## config.mk

```make
export PLATFORM = sky130hd
export DESIGN_NAME = alu_op_sequencer
export DESIGN_NICKNAME = d
export VERILOG_FILES = /design/src/rtl/alu_pkg.sv /design/src/rtl/alu_op_decoder.sv /design/src/rtl/alu_op_sequencer.sv
export SDC_FILE = /design/constraint.sdc
export NUM_CORES = 1
export LEC_CHECK = 0
export ABC_CLOCK_PERIOD_IN_PS = 1700
export CORE_MARGIN = 2
export CORE_UTILIZATION = 35
export DETAILED_ROUTE_END_ITERATION = 6
export PLACE_DENSITY = 0.74
export SLEW_MARGIN = 15
export SYNTH_ARGS = -nofsm -noshare
export SYNTH_HDL_FRONTEND = slang
export SYNTH_SLANG_ARGS = --single-unit
```

## constraint.sdc

```tcl
create_clock -name clock -period 1.7 [get_ports clock]
set_input_delay 0.51 -clock clock [delete_from_list [all_inputs] [get_ports clock]]
set_output_delay 0.51 -clock clock [all_outputs]
set_load 0.01 [all_outputs]
```

## src/rtl/alu_pkg.sv

```systemverilog
// Shared opcode map, control width and sequencer state encoding for the ALU op sequencer.
package alu_pkg;

    localparam int OP_ADD   = 0;
    localparam int OP_SUB   = 1;
    localparam int OP_MUL   = 2;
    localparam int OP_DIV   = 3;
    localparam int OP_SHR   = 4;
    localparam int OP_SHL   = 5;
    localparam int OP_ROR   = 6;
    localparam int OP_ROL   = 7;
    localparam int OP_AND   = 8;
    localparam int OP_OR    = 9;
    localparam int OP_NEG   = 10;
    localparam int OP_NOT   = 11;
    localparam int OP_COUNT = 12;

    localparam int SIG_COUNT = 12;

    typedef enum logic [1:0] {
        ST_IDLE = 2'd0,
        ST_EXEC = 2'd1,
        ST_DONE = 2'd2
    } state_t;

    // Down-counter width for the longest op; at least one bit even if both latencies are 1.
    function automatic int cnt_width(input int mul_cycles, input int div_cycles);
        int longest;
        longest = (mul_cycles > div_cycles) ? mul_cycles : div_cycles;
        return ($clog2(longest) > 0) ? $clog2(longest) : 1;
    endfunction

endpackage

```

## src/rtl/alu_op_decoder.sv

```systemverilog
// Combinational opcode decode: one-hot ALU control, EXEC latency minus one, and invalid flag.
module alu_op_decoder
    import alu_pkg::*;
#(
    parameter int SIG_COUNT  = alu_pkg::SIG_COUNT,
    parameter int MUL_CYCLES = 4,
    parameter int DIV_CYCLES = 8,
    parameter int CNT_W      = 3
) (
    input  logic [3:0]           opcode,
    output logic [SIG_COUNT-1:0] ctrl,
    output logic [CNT_W-1:0]     lat_m1,
    output logic                 invalid
);

    always_comb begin
        ctrl    = '0;
        lat_m1  = '0;
        invalid = 1'b0;
        if (int'(opcode) >= OP_COUNT) begin
            invalid = 1'b1;
        end else begin
            ctrl = SIG_COUNT'(1) << opcode;
            case (int'(opcode))
                OP_MUL:  lat_m1 = CNT_W'(MUL_CYCLES - 1);
                OP_DIV:  lat_m1 = CNT_W'(DIV_CYCLES - 1);
                default: lat_m1 = '0;
            endcase
        end
    end

endmodule

```

## src/rtl/alu_op_sequencer.sv

```systemverilog
// Sequences one ALU operation per request: latches operands, holds the one-hot control
// for the op's cycle budget, then captures the double-width result.
//
//   state   | meaning
//   --------+-------------------------------------------------------------
//   ST_IDLE | waiting for a request; req_ready high while clear is high
//   ST_EXEC | alu_ctrl driven; cnt counts down, result captured at cnt==0
//   ST_DONE | one-cycle done pulse; err set for an invalid opcode
module alu_op_sequencer
    import alu_pkg::*;
#(
    parameter int BITS       = 32,
    parameter int SIG_COUNT  = alu_pkg::SIG_COUNT,
    parameter int MUL_CYCLES = 4,
    parameter int DIV_CYCLES = 8
) (
    input  logic                 clock,
    input  logic                 clear,
    input  logic                 req_valid,
    output logic                 req_ready,
    input  logic [3:0]           opcode,
    input  logic [BITS-1:0]      x_in,
    input  logic [BITS-1:0]      y_in,
    output logic [SIG_COUNT-1:0] alu_ctrl,
    output logic [BITS-1:0]      alu_x,
    output logic [BITS-1:0]      alu_y,
    input  logic [2*BITS-1:0]    alu_result,
    output logic [BITS-1:0]      z_hi,
    output logic [BITS-1:0]      z_lo,
    output logic                 done,
    output logic                 err,
    output logic                 busy
);

    localparam int CNT_W = cnt_width(MUL_CYCLES, DIV_CYCLES);

    state_t                state;
    state_t                state_nxt;
    logic [SIG_COUNT-1:0]  ctrl_q;
    logic [CNT_W-1:0]      cnt;
    logic                  err_q;
    logic                  accept;

    logic [SIG_COUNT-1:0]  dec_ctrl;
    logic [CNT_W-1:0]      dec_lat_m1;
    logic                  dec_invalid;

    alu_op_decoder #(
        .SIG_COUNT  (SIG_COUNT),
        .MUL_CYCLES (MUL_CYCLES),
        .DIV_CYCLES (DIV_CYCLES),
        .CNT_W      (CNT_W)
    ) u_decoder (
        .opcode  (opcode),
        .ctrl    (dec_ctrl),
        .lat_m1  (dec_lat_m1),
        .invalid (dec_invalid)
    );

    assign accept = req_valid && req_ready;

    always_ff @(posedge clock) begin
        if (!clear) begin
            state <= ST_IDLE;
        end else begin
            state <= state_nxt;
        end
    end

    always_comb begin
        state_nxt = state;
        case (state)
            ST_IDLE: if (accept) state_nxt = dec_invalid ? ST_DONE : ST_EXEC;
            ST_EXEC: if (cnt == '0) state_nxt = ST_DONE;
            ST_DONE: state_nxt = ST_IDLE;
            default: state_nxt = ST_IDLE;
        endcase
    end

    always_comb begin
        req_ready = (state == ST_IDLE) && clear;
        busy      = (state != ST_IDLE);
        done      = (state == ST_DONE);
        err       = (state == ST_DONE) && err_q;
        alu_ctrl  = (state == ST_EXEC) ? ctrl_q : '0;
    end

    // Operands and control are latched once per accept; the result only at the final EXEC edge.
    always_ff @(posedge clock) begin
        if (!clear) begin
            alu_x  <= '0;
            alu_y  <= '0;
            z_hi   <= '0;
            z_lo   <= '0;
            ctrl_q <= '0;
            cnt    <= '0;
            err_q  <= 1'b0;
        end else begin
            if (accept) begin
                alu_x  <= x_in;
                alu_y  <= y_in;
                ctrl_q <= dec_ctrl;
                cnt    <= dec_lat_m1;
                err_q  <= dec_invalid;
            end
            if (state == ST_EXEC) begin
                if (cnt == '0) begin
                    {z_hi, z_lo} <= alu_result;
                end else begin
                    cnt <= cnt - CNT_W'(1);
                end
            end
        end
    end

endmodule

```

==> ci_impl_report.md, run 1 <==
### Flow metrics

| Metric | Value |
|---|---|
| Pre-CTS WS | `-0.313 ns` |
| # setup viols final | `16` |
| Num CTS Buffers | `17` |
| GRT overflow | `0` |
| Buffer share of cell area | `about a third` |
| Post-synth net total | `~800` |
| Worst-path fanout max | `6` |
| Normalized max-slew margin | `between 40% and 50%` |
| Switch Pwr | `between 0.0015 and 0.002 W` |
| Synthesized-area fraction occupied by adder cells | `0.474%` |
| Comb gates | `around 470` |
| Seq pwr share | `between 40% and 50%` |
| Area leader, netlist | `dfxtp_1` |
| Crit-path cells | `buf_4 > or2_2 > nor2_1 > buf_2` |
| Worst Reg-to-Reg Cells | `6` |
| Clock-cell share | `under 10%` |
| I/O pin cnt | `279` |
| Critical Path RT | `1.19 ns` |
| Min Tclk post-route | `~1.9 ns` |
| Ys cells | `roughly 670` |
| XOR Share, Synth | `0%` |
| WHS Endpoint | `z_lo[14]` |
| Register share after synthesis | `between 50% and 60%` |
| Area share, top type | `a little under three fifths` |
| Fin Setup TNS | `-2.77 ns` |
| Distinct lib cells used | `29` |
| Worst Skew | `between 0.009 and 0.01 ns` |
| Simple-Gate Fraction of Synth Area | `approximately 31%` |
| Part of the power in the clock network | `44.4%` |
| Arrival @ worst endpoint | `roughly 1.4 ns` |
| Log Warnings | `29` |
| Reg2reg start | `state[1]` |
| Least-Margin Pin Slew | `~0.85 ns` |
| Worst path max stage delay | `just over 0.3 ns` |
| First-pass GRT wire length | `25.5 mm` |
| Hold Slack | `about 0.45 ns` |
| Final count of hold timing violations | `0` |
| Postcts setup bufs | `1` |
| Top non-seq family | `simple AND/OR/NAND/NOR gates` |
| Post-route core utilization | `between 60% and 70%` |
| Met1 GRT Util | `between 20% and 30%` |
| Number of global-route vias before repair | `~5.1k` |
| Worst min path class | `register to register` |
| Final #Nets | `~1.1k` |
| Cell count of the worst hold path | `2` |
| Tap Cells | `between 150 and 200` |
| Hold buffer count at cts | `0` |
| R2R Setup Slk | `between 0.15 and 0.2 ns` |
| YS chip area | `approximately 5300 sq um` |
| Comb area | `2200 sq um` |
| Initial antenna violation count | `0` |
| Cell Rows | `~44` |
| Violation tally from detailed-route iteration zero | `between 200 and 250` |
| Clk pin slew, worst setup/hold paths | `around 0.060 ns` |
| Synth area leaders | `dfxtp_1 55%, nand2_1 19%, a21oi_1 7.5%` |
| M2 GR Usage | `33.0%` |
| Crit Path Category | `register to output pin` |
| Layout area overhead | `69.6%` |
| Yosys aoi share | `8.72%` |
| RR Endpoint | `alu_y[23]` |
| Status | `finished, violations left` |
| MUX share of area | `0%` |
| Flop share of the area | `about a third` |
| Largest net degree at the start of global routing | `80` |
| Fin crit share | `113%` |
| Worst setup startpoint | `state[1]` |
| Inverters | `3` |
| Failing checks | `negative setup slack` |
| Fin area | `slightly below 9000 sq um` |
| Comb power frac | `between 10% and 20%` |
| Die X | `~130 um` |
| Sequential Area | `2920 sq um` |
| Number of diodes | `0` |
| GPL Wtd Cong | `0.781` |
| Routed vias/inst | `4.67` |
| Dominant class by area | `buffers` |
| Slew Limit Fails | `0` |
| Filler cells | `1350` |
| Worst VDD drop | `0.629 mV` |
| Post-cts sizing count | `roughly 220` |
| Nonclk buf count | `around 310` |
| Final worst setup slack | `-0.213 ns` |
run 1: flip-flops by register name (all words and copies together) (netlist names):
| name | count |
|---|---|
| z_lo | 32 |
| z_hi | 32 |
| cnt | 3 |
| alu_x | 32 |
| alu_y | 32 |
| ctrl_q | 12 |
| err_q | 1 |
| state | 2 |
run 1: cell usage after synthesis (2+ instances only):
| master | instances |
|---|---|
| nand2_1 | 269 |
| dfxtp_1 | 146 |
| a21oi_1 | 79 |
| nand3_1 | 76 |
| clkbuf_1 | 19 |
| buf_2 | 18 |
| and2_1 | 14 |
| buf_4 | 7 |
| nor2_1 | 5 |
| nor2b_1 | 5 |
| buf_1 | 4 |
| nand4_1 | 3 |
| ha_1 | 2 |
| inv_1 | 2 |
| nand4bb_1 | 2 |
| nor4bb_1 | 2 |
| o311a_1 | 2 |
run 1: worst max-delay path: cells and delay by family, from the launching register on:
family,cells,cell delay [ns]
buffers and inverters,2,0.31
AND/OR/NAND/NOR,2,0.38
flip-flops,1,0.31
run 1: power groups by stage:
| stage | clock (W) | combinational, W | sequential (W) |
|---|---|---|---|
| floorplan | 0 | 0.000333 | 0.00383 |
| global placement | 0 | 0.00121 | 0.00374 |
| detailed placement | 0 | 0.00121 | 0.00375 |
| CTS | 0.00391 | 0.00111 | 0.00367 |
| global route | 0.00407 | 0.00120 | 0.00369 |
| finish | 0.00380 | 0.00110 | 0.00367 |
run 1: layout by cell type, fill, tap and decap left out, types with 12 or more instances in the layout:
cell and instances:
dlygate4sd2_1 128, buf_4 26, dfxtp_1 145, clkdlybuf4s50_1 133
clkbuf_16 18, buf_6 15, nand2_1 269, and2_4 12
a21oi_1 79, nand3_1 76
run 1: metal layers:
layer	routed length, um	vias to the layer above
li1	-	2729
met1	6890	2392
met2	7600	205
met3	1310	24
met4	299	0
met5	0	-
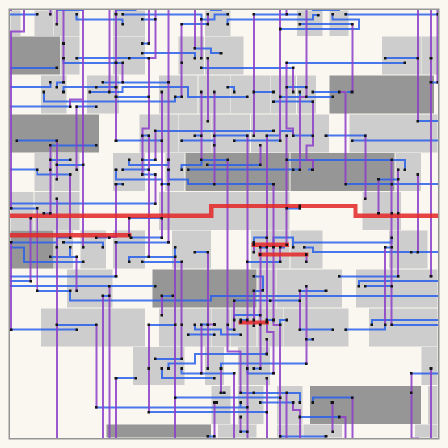
**Above:** run 1 (a small window of the routed layout).
Window x 48 to 78, y 48 to 78 um. Cells in grey, sequential cells in the stronger grey; small squares are vias.
Key: met2 = purple; met1 = blue; met3 = red
Netlist names of flops here include `ctrl_q` (3), `cnt` (2). Sequential cells in the window: 6. Most frequent: buf_4 (8), a21oi_1 (6), nand3_1 (6). 62 logic cells have their middle in the window.

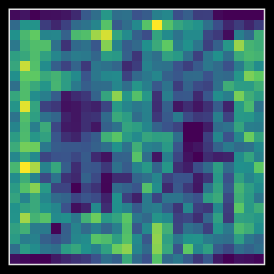
**Above:** run 1 (routed metal per tile).
Drawn at 2 px/um. The die is cut into 25 by 25 equal tiles; dark purple is low, yellow is high, scaled to the fullest tile. Values are wire area over tile area, all layers added.
2.9% of the tiles are nearly empty. The emptiest ninth of the die: right middle. The fullest tile reaches 0.42. The mean over all tiles is 0.16. 30% of the tiles are over half the peak.
Vias: 5350
final wirelength: 16.1 mm
WL/cell: 14.0 um
Tot GR Track Use: 19.8%

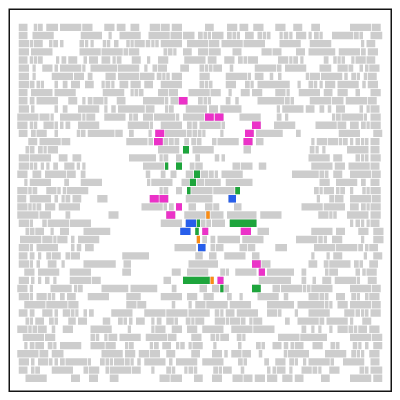
**Above:** run 1 (gate-type map).
Drawn at 3 px/um.
Key: AND-OR and OR-AND gates = blue [cells 4, most used o311a_1, where middle]; NOR gates = green [cells 13, most used nor2_1, where middle]; inverters = orange [cells 3, most used inv_1]; AND and OR gates = magenta [cells 17, most used and2_4, where middle]
logic share of the area: 24.6%
Finished Layout Cells: 1146
most frequent logic cell in the layout: nand2_1

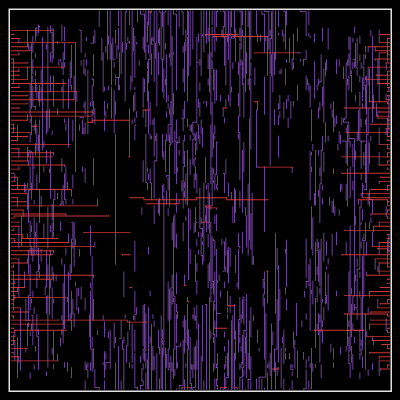
**Above:** run 1 (routed metal, one colour a layer).
Drawn at 3 px/um. Two of the layers only.
Key: met3 = red [wire length 1310 um]; met2 = purple [wire length 7600 um]

**Run 1: placed standard cells**

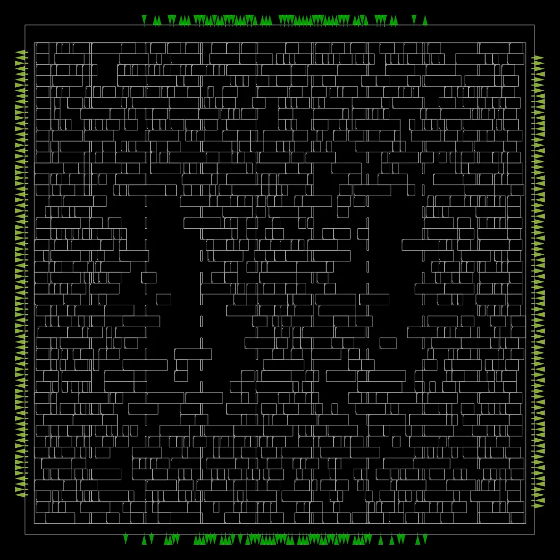

==> run 2, diff against run 1 <==
--- a/config.mk
+++ b/config.mk
@@ -7,9 +7,10 @@
 export LEC_CHECK = 0
 export ABC_CLOCK_PERIOD_IN_PS = 1700
 export CORE_MARGIN = 2
-export CORE_UTILIZATION = 35
+export CORE_UTILIZATION = 39
 export DETAILED_ROUTE_END_ITERATION = 6
-export PLACE_DENSITY = 0.74
+export GPL_ROUTABILITY_DRIVEN = 1
+export PLACE_DENSITY = 0.81
 export SLEW_MARGIN = 15
 export SYNTH_ARGS = -nofsm -noshare
 export SYNTH_HDL_FRONTEND = slang
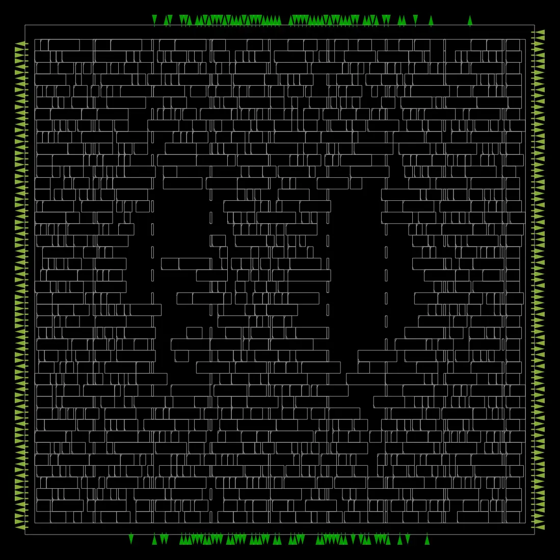
**Above:** run 2 (placed standard cells).
Tap Cells: 176
Finished Layout Cells: 1140
Cell Rows: 42
registers: 146
post-route core utilization: 67.8%

==> ci_impl_report.md, run 2 <==
### Flow metrics

| Metric | Value |
|---|---|
| Post-synth net total | `804 (unchanged)` |
| Crit Path Category | `register to output pin` |
| Reg2reg start | `cnt[0]` |
| Violation tally from detailed-route iteration zero | `277 (+13%)` |
| Die X | `120 um (-5.1%)` |
| Vias | `5430 (+1.5%)` |
| Dominant logic cell types in the final layout | `269 x nand2_1, 144 x dfxtp_1, 133 x clkdlybuf4s50_1, 128 x dlygate4sd2_1, 79 x a21oi_1` |
| Post-cts sizing count | `232 (+4.0%)` |
| Worst VDD drop | `0.557 mV (-11%)` |
| Largest net degree at the start of global routing | `80 (unchanged)` |
| Number of global-route vias before repair | `5170 (+0.98%)` |
| Worst min path class | `register to register` |
| # setup viols final | `16 (unchanged)` |
| Placed Area | `about 8400 sq um` |
| WL/cell | `14.3 um (+2.0%)` |
| Tot GR Track Use | `21.6% (+1.7 points)` |
| Log Warnings | `29 (unchanged)` |
| Fin crit share | `112% (-0.19 points)` |
| Arrival @ worst endpoint | `1.40 ns (about the same)` |
| Final count of hold timing violations | `0 (unchanged)` |
| Cell count of the worst hold path | `2 (unchanged)` |
| Crit-path cells | `and2b_4 > buf_12 > and2_4 > buf_6` |
| Final worst setup slack | `-0.209 ns (+0.00315 ns)` |
| Synth area leaders | `dfxtp_1 55%, nand2_1 19%, a21oi_1 7.5%` |
| Worst setup startpoint | `state[1]` |
| R2R Setup Slk | `0.12 ns (-0.04 ns)` |
| Synth cell count leaders | `269 x nand2_1, 146 x dfxtp_1, 79 x a21oi_1, 76 x nand3_1, 19 x clkbuf_1` |
| Worst path max stage delay | `0.31 ns (about the same)` |
| Switch Pwr | `0.00196 W (about the same)` |
| Failing checks | `negative setup slack` |
| Area leader, netlist | `dfxtp_1` |
| Hold Slack | `0.448 ns (+0.000668 ns)` |
| I/O pin cnt | `279 (unchanged)` |
| Status | `finished, violations left` |
| Final wirelength | `16.3 mm (+1.5%)` |
| PwrDens | `about 900 nW/um^2` |
| Register share after synthesis | `55.4% (unchanged)` |
| Area share, top type | `55.4% (unchanged)` |
| Fin area | `8970 sq um (+0.21%)` |
| Worst Skew | `0.00997 ns (+0.000761 ns)` |
| GPL Wtd Cong | `0.784 (+0.49%)` |
| Routed vias/inst | `4.76 (+2.0%)` |
| Initial antenna violation count | `0 (unchanged)` |
| Min Tclk post-route | `1.91 ns (-0.00315 ns)` |
| CP delay by family, top | `simple AND/OR/NAND/NOR gates` |
| Num CTS Buffers | `17 (unchanged)` |
| Worst-path fanout max | `7 (+1)` |
| Layout area overhead | `70.0%` |
| WHS Endpoint | `alu_x[1]` |
| Worst Reg-to-Reg Cells | `7 (+1)` |
| WP buf/inv | `2 (unchanged)` |
| Number of diodes | `0 (unchanged)` |
| Postcts setup bufs | `3 (+2)` |
| Count leader, synth | `nand2_1` |
| Distinct lib cells used | `29 (unchanged)` |
| Hold buffer count at cts | `0 (unchanged)` |
| Fin Setup TNS | `-2.56 ns (+0.211 ns)` |
| GRT overflow | `0 (unchanged)` |
| First-pass GRT wire length | `24.9 mm (-2.4%)` |
| RR Endpoint | `z_hi[26]` |
| Least-Margin Pin Slew | `0.841 ns (-0.00660 ns)` |
| Unrepaired setup endpoints after global routing | `true` |
| Normalized max-slew margin | `43.9% (+0.44 points)` |
| YS chip area | `5280 sq um (unchanged)` |
| Final #Nets | `1090 (+0.28%)` |
| Critical Path RT | `1.19 ns (about the same)` |
| Initial DRT Pass Iterations | `4` |
| Seq pwr share | `45.1% (+2.3 points)` |
| Slew Limit Fails | `0 (unchanged)` |
| Critical path depth | `4 (unchanged)` |
| Clk pin slew, worst setup/hold paths | `0.06 ns (about the same)` |
| Ys cells | `667 (unchanged)` |
| Part of the power in the clock network | `40.9% (-3.5 points)` |
-- run 2: per-layer routing --
metal / share of wire, % / vias to the layer above / track usage [%]
met5: 0 / - / 0
met4: 1.4 / 0 / 6.61
met3: 11 / 20 / 9.91
met2: 47 / 224 / 36.8
met1: 41 / 2453 / 24.0
li1: - / 2733 / -
-- run 2: per-stage QoR --
stage	setup slack [ns]	utilization, %
after global placement	-0.198	63.8
after detailed placement	-0.244	63.8
after CTS	-0.229	67.5
final	-0.209	67.8
after global routing	-0.260	67.8
after floorplan	0.0643	-
-- run 2: final cells by class --
cell class | instances | area, sq um
Clock inverter | 9 | 60.1
Inverter | 3 | 11.3
Multi-Input combinational cell | 469 | 2210
Tap cell | 176 | 220
Clock buffer | 21 | 470
Timing Repair Buffer | 316 | 3070
Fill cell | 1204 | 4270
Sequential cell | 146 | 2930
-- run 2: power groups by stage --
stage | combinational (W) | clock, W | sequential (W)
2_1_floorplan | 0.000333 | 0 | 0.00383
3_3_place_gp | 0.00121 | 0 | 0.00374
3_5_place_dp | 0.00122 | 0 | 0.00375
4_1_cts | 0.00113 | 0.00339 | 0.00367
5_1_grt | 0.00123 | 0.00358 | 0.00369
6_report | 0.00113 | 0.00333 | 0.00367
-- run 2: kinds of logic (layout without fill, tap and decap cells) --
kind of cell	after synthesis	count (layout)	share of synthesized area (%)
compound gates	86	86	8.72
fa+ha+maj	2	2	0.474
simple gates	381	381	30.7
buf+inv	52	349	4.76
flops	146	146	55.4
-- run 2: worst min-delay path, stage by stage, from the launching register on --
cell,delay [ns]
dfxtp_1,0.30
nand3_1,0.06
nand2_1,0.04
**Run 2: routed metal per tile**

Drawn at 2 px/um. The die is cut into 24 by 24 equal tiles; dark purple is low, yellow is high, scaled to the fullest tile. Values are wire area over tile area, all layers added.
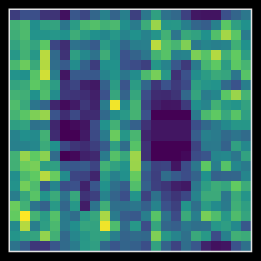

==> run 3, diff against run 2 <==
--- a/config.mk
+++ b/config.mk
@@ -6,11 +6,14 @@
 export NUM_CORES = 1
 export LEC_CHECK = 0
 export ABC_CLOCK_PERIOD_IN_PS = 1700
-export CORE_MARGIN = 2
-export CORE_UTILIZATION = 39
+export CAP_MARGIN = 20
+export CORE_AREA = 2 2 108 110
 export DETAILED_ROUTE_END_ITERATION = 6
+export DIE_AREA = 0 0 110 112
+export DONT_BUFFER_PORTS = 1
 export GPL_ROUTABILITY_DRIVEN = 1
-export PLACE_DENSITY = 0.81
+export GPL_TIMING_DRIVEN = 0
+export PLACE_DENSITY = 0.63
 export SLEW_MARGIN = 15
 export SYNTH_ARGS = -nofsm -noshare
 export SYNTH_HDL_FRONTEND = slang
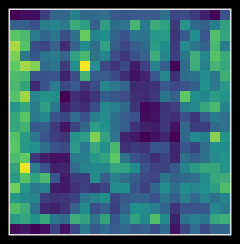
**Above:** run 3 (routed metal per tile).
Drawn at 2 px/um. The die is cut into 22 by 22 equal tiles; dark purple is low, yellow is high, scaled to the fullest tile. Values are wire area over tile area, all layers added.
The emptiest ninth of the die: middle. The fullest tile reaches 0.52. 23% of the tiles are over half the peak. 1.4% of the tiles are nearly empty. The mean over all tiles is 0.19.
Vias: 4460
WL/cell: 16.4 um

==> ci_impl_report.md, run 3 <==
### Flow metrics

| Metric | Value |
|---|---|
| Clock net power | `0.00362 W (+8.7%)` |
| Hold Slack | `0.192 ns (-0.255 ns)` |
| Crit Path Category | `register to output pin` |
| Die X | `110 um (-8.6%)` |
| R2R Setup Slk | `0.10 ns (-0.02 ns)` |
| Number of diodes | `0 (unchanged)` |
| Violation tally from detailed-route iteration zero | `264 (-4.7%)` |
| Slew Limit Fails | `0 (unchanged)` |
| Status | `finished, violations left` |
| Crit-path cells | `and2b_4 > buf_8 > and2_4` |
| PwrDens | `1280 nW/um^2 (+41%)` |
| Fin area | `6140 sq um (-32%)` |
| Synth cell count leaders | `269 x nand2_1, 146 x dfxtp_1, 79 x a21oi_1, 76 x nand3_1, 19 x clkbuf_1` |
| Tot GR Track Use | `22.2% (+0.70 points)` |
| Area leader, netlist | `dfxtp_1` |
| Failing checks | `negative setup slack` |
| Routed vias/inst | `5.29 (+11%)` |
| GRT overflow | `0 (unchanged)` |
| Dominant class by area | `registers` |
| Worst min path class | `input pin to register` |
| Cell Rows | `39 (-7.1%)` |
| RR Endpoint | `z_lo[5]` |
| Filler cells | `1037 (-14%)` |
| Reg2reg start | `cnt[0]` |
| Buffer share of cell area | `4.81% (-29 points)` |
| Finished Layout Cells | `843 (-26%)` |
| Area share, top type | `55.4% (unchanged)` |
| Dominant logic cell types in the final layout | `269 x nand2_1, 144 x dfxtp_1, 79 x a21oi_1, 76 x nand3_1, 18 x clkbuf_1` |
| # setup viols final | `14 (-2)` |
| Layout clock buffer count | `21 (unchanged)` |
| Ys cells | `667 (unchanged)` |
| I/O pin cnt | `279 (unchanged)` |
| Register share after synthesis | `55.4% (unchanged)` |
| Worst setup startpoint | `state[1]` |
| Inverters | `3 (unchanged)` |
| Worst-path fanout max | `8 (+1)` |
| Clk pin slew, worst setup/hold paths | `0.06 ns (about the same)` |
| Comb area | `2150 sq um (-2.8%)` |
| Synth area leaders | `dfxtp_1 55%, nand2_1 19%, a21oi_1 7.5%` |
| Num CTS Buffers | `17 (unchanged)` |
| Clock-cell share | `9.43% (+3.5 points)` |
| Worst path max stage delay | `0.35 ns (+0.04 ns)` |
| Layout area overhead | `16.4%` |
| Final worst setup slack | `-0.175 ns (+0.0342 ns)` |
| Initial antenna violation count | `0 (unchanged)` |
| First-pass GRT wire length | `21.1 mm (-15%)` |
==> run 3: cell count changes in the layout (fill, tap and decap cells not counted), moves of 2 or more <==
cell             before  now
clkdlybuf4s50_1     133    0
buf_4                24   16
buf_6                18    1
and2_4               13   10
bufinv_16             0    2
buf_2                 2   11
buf_1                 0    4
clkbuf_1              1   18
nand4bb_4             2    0
dlygate4sd2_1       128    0
nor4bb_4              2    0
buf_12                8    0
nand4bb_1             0    2
and2_2                0    2
==> run 3: what timing repair did <==
action | CTS | global route
gates resized | 23 | 17
buffers inserted | 2 | 0
hold endpoints to repair | 0 | 0
hold buffers | 0 | 0
pin swaps | 10 | 0
gates cloned | 1 | 0
setup endpoints to repair | 21 | 74
==> run 3: worst min-delay path by stage <==
stage	startpoint	end	slack [ns]	depth (start not counted)
2_1_floorplan	ctrl_q[0]	ctrl_q[0]	0.43	2
3_3_place_gp	ctrl_q[2]	ctrl_q[2]	0.44	2
3_5_place_dp	ctrl_q[1]	ctrl_q[1]	0.44	2
4_1_cts	y_in[4]	alu_y[4]	0.18	2
5_1_grt	x_in[29]	alu_x[29]	0.18	2
6_report	y_in[24]	alu_y[24]	0.19	2
==> run 3: layer usage <==
metal | vias to the layer above | track usage, % | wire, um
met5 | - | 0 | 0
met4 | 0 | 9.20 | 284
met3 | 18 | 10.7 | 1630
met2 | 220 | 38.7 | 6930
met1 | 2008 | 22.3 | 4980
li1 | 2214 | - | -
==> run 3: cell families (layout without fill, tap and decap cells) <==
kind of cell               count (synthesis)  in the layout  synth area share (%)
and+or+nand+nor                          381            381                  30.7
DFF                                      146            146                  55.4
AOI/OAI and AO/OA                         86             86                  8.72
buffers and inverters                     52             85                  4.76
adders and majority gates                  2              2                 0.474
No activity file was given, so power comes from the tool's default toggle rates.
